Supply network:
(4 px per um) Pins as bars on the die edge.
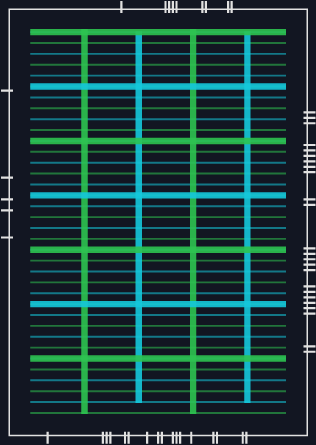
Placed cells, one colour a class:
(2 px per um) Fill, decap, tap and diode cells in grey.
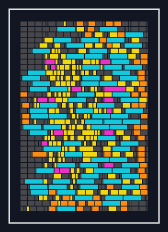
Routed clock nets over the placement:
(6 px per um)
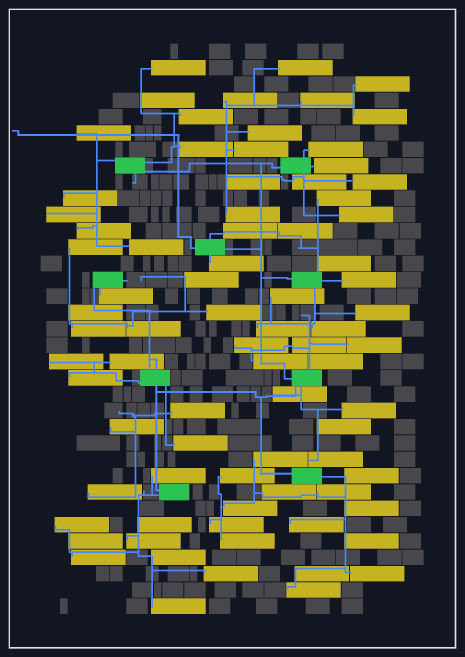
==> config.mk <==
export PLATFORM = sky130hd
export DESIGN_NAME = spi_reg_bank
export DESIGN_NICKNAME = d
export VERILOG_FILES = /design/src/rtl/spi_reg_pkg.sv /design/src/rtl/spi_sync_edge.sv /design/src/rtl/spi_reg_bank.sv
export SDC_FILE = /design/constraint.sdc
export NUM_CORES = 1
export LEC_CHECK = 0
export CORE_ASPECT_RATIO = 1.5
export CORE_MARGIN = 5
export CORE_UTILIZATION = 53
export CTS_CLUSTER_SIZE = 24
export DETAILED_ROUTE_END_ITERATION = 6
export PLACE_DENSITY = 0.79
export SYNTH_ARGS = -nofsm -noshare
export SYNTH_HDL_FRONTEND = slang
export SYNTH_HIERARCHICAL = 1
export SYNTH_SLANG_ARGS = --single-unit
export TNS_END_PERCENT = 10
==> constraint.sdc <==
create_clock -name clk -period 2.82 [get_ports clk]
set_clock_uncertainty 0.1 [all_clocks]
set_input_delay 0.705 -clock clk [delete_from_list [all_inputs] [get_ports clk]]
set_output_delay 0.705 -clock clk [all_outputs]
set_load 0.03 [all_outputs]
==> changes_impl.md <==
### Changed

- CP Class: reg2reg
- Vias in the first global route: 2196
- Placed Cells incl. Taps: 376
- Number of failing hold endpoints at the final stage: 0
- First-pass DRT Iterations: 4
- Buffers added on ports: 52
- DP Wirelength: 4544 um
- Fill count: 470
- CP delay by family, top: simple AND/OR/NAND/NOR gates
- Clock buffer depth: 2
- Hold Path Cell Cnt: 0
- Cells after synthesis: 259
- # setup viols final: 0
- Total global routing track utilization: 17.73%
- Biggest cell delay along the critical path: 510 ps
- CTS H-tree depth: 3
- Global-route wire length before repair: 10670 um
- Antenna viol nets, final: 0
- Hold Crit Class: reg2reg
- Layout Cells excl Fill: 391
- Initial DRC Count: 127
- Critical path required time: 2960 ps
- Post-CTS Setup Bufs: 0
- Leakage: 1.935 nW
- Slowest-stage cell, CP: and4b_1
- Area grow syn2layout: 23.77%
- Ant diodes: 0
- Total grt overflow: 0
- Reg-to-reg slack, setup: 580 ps
- Final period util: 79.29%
- WP data arrival: 2370 ps
- Chip area: 7869 um2
- Crit path time final: 2236 ps
- Clock transition at path regs: 80 ps
- Tally of OpenROAD warnings: 27
- Largest net degree at the start of global routing: 33
- FP Core Util: 53.69%
- Vias/cell: 5.381
- Mean Syn Cell Area: 12.62 um2
- CTS resizes: 0
- CTS Hold Buffers Added: 0
- Crit-path cells: nor2b_1 -> nor4b_2 -> and4b_1 -> nand2_2 -> mux2_2
- Setup crit end kind: flip-flop
- Netlist Area Pre-Place: 3268 um2
- TNS Setup: 0 ps
- Unrepaired setup endpoints after global routing: false
- Largest register FFs: 40
- Max_slew headroom: 23.16%
- TritonCTS clock tree: built
- Routability cong.: 0.7541
- CTS Buf Count: 9
- Vias: 2104
- Crit start category: flip-flop
- Maximum fanout along the worst path: 8
- Avg WL per Cell: 16.14 um
- Levels on crit path: 5
- Root Driver: clkbuf_8
- Power Density: 581.2 nW/um2
- Initial antenna violation count: 0
- Fmax: 447.3 MHz
- Max_cap viols: 0
- CP Buf/Inv Count: 0
- Final wirelength: 6311 um
- FF-to-FF path depth: 5
- Slew Viols, Final: 0
- Tightest Pin Transition: 1141 ps
- DRC violations left: 0
- Status: finished clean
- Ports: 55
- Share of layout cells above drive strength 1: 21.77%
- Sink Count: 79
- Yosys warns: 6
- # nets final: 320
## Picture notes: 'supply network'
- cyan: VDD
- green: VSS
- met1 rails: 36
- signal pins: 55
- met4 straps: 4
Die Ht: 106.2 um
Die Width: 74.12 um
CORE AREA: 6087 um2
peak supply drop: 382.2 uV

## Picture notes: 'placed cells, one colour a class'
- yellow: combinational and other logic (cells 169; share of their area 31%)
- magenta: clock drivers and dummy loads (cells 15; share of their area 4.9%)
- orange: remaining buffers and delay cells (cells 54; share of their area 14%)
- cyan: sequential cells (cells 79; share of their area 50%)
Layout Utilization: 66.45%
Core Rows: 35
Seq/total area: 48.87%
Final Cell Area: 4045 um2

## Picture notes: 'routed clock nets over the placement'
- green: clock drivers (count 9)
- yellow: flip-flops (count 79)
- blue: clock wires (length 858 um)
- routed clock nets: 10
- flops lie: all over the die
Insertion Delay late pin: 360 ps
Clock Power Share: 35.4%

## final cells by class
class                   instances  area (um2)  share of cell area (%)
clock inverters                 6       70.07                   1.732
clock buffers                   9       123.9                   3.062
flip-flops and latches         79        1977                   48.87
well taps                      74       92.59                   2.289
multi-input cells             157        1189                   29.38
repair buffers                 54       548.0                   13.55
inverters                      12       45.04                   1.114
## cell usage in the layout, fill, tap and decap left out, drive strengths merged, types with 2 or more instances in the layout
| cell | n |
|---|---|
| a21oi | 7 |
| and2 | 4 |
| and3 | 2 |
| and4b | 2 |
| buf | 2 |
| clkbuf | 9 |
| clkdlybuf4s50 | 52 |
| clkinvlp | 3 |
| conb | 2 |
| dfrtp | 79 |
| ha | 2 |
| inv | 14 |
| mux2 | 42 |
| nand2 | 21 |
| nand2b | 15 |
| nand3 | 2 |
| nand3b | 2 |
| nor2 | 7 |
| nor2b | 3 |
| nor3 | 4 |
| nor3b | 3 |
| nor4 | 2 |
| o21ai | 21 |
| o21ba | 2 |
## report_power, final
part | switching (mW) | leakage, nW | internal, mW
clock | 0.422 | 0.0883 | 0.410
combinational | 0.119 | 0.778 | 0.0966
sequential | 0.106 | 1.07 | 1.20
total | 0.648 | 1.94 | 1.70
## metal layers
layer | global-route usage, % | vias up | routed length, um
met5 | 0 | - | 0
met4 | 6.477 | 0 | 84
met3 | 3.784 | 11 | 308
met2 | 30.65 | 46 | 3448
met1 | 21.19 | 1060 | 2469
li1 | - | 987 | -
## metrics by stage
step                cell area (um2)  total power [mW]  hold slack, ps  setup slack, ps
global placement               3851             1.531           237.8            621.4
global route                   4045             2.463           263.7            386.1
detailed placement             3851             1.547           236.3            573.2
finish                         4045             2.351           254.5            584.1
CTS                            4045             2.362           254.0            570.7
floorplan                      3272             1.474           231.2            218.4
No activity file was given, so power comes from the tool's default toggle rates.
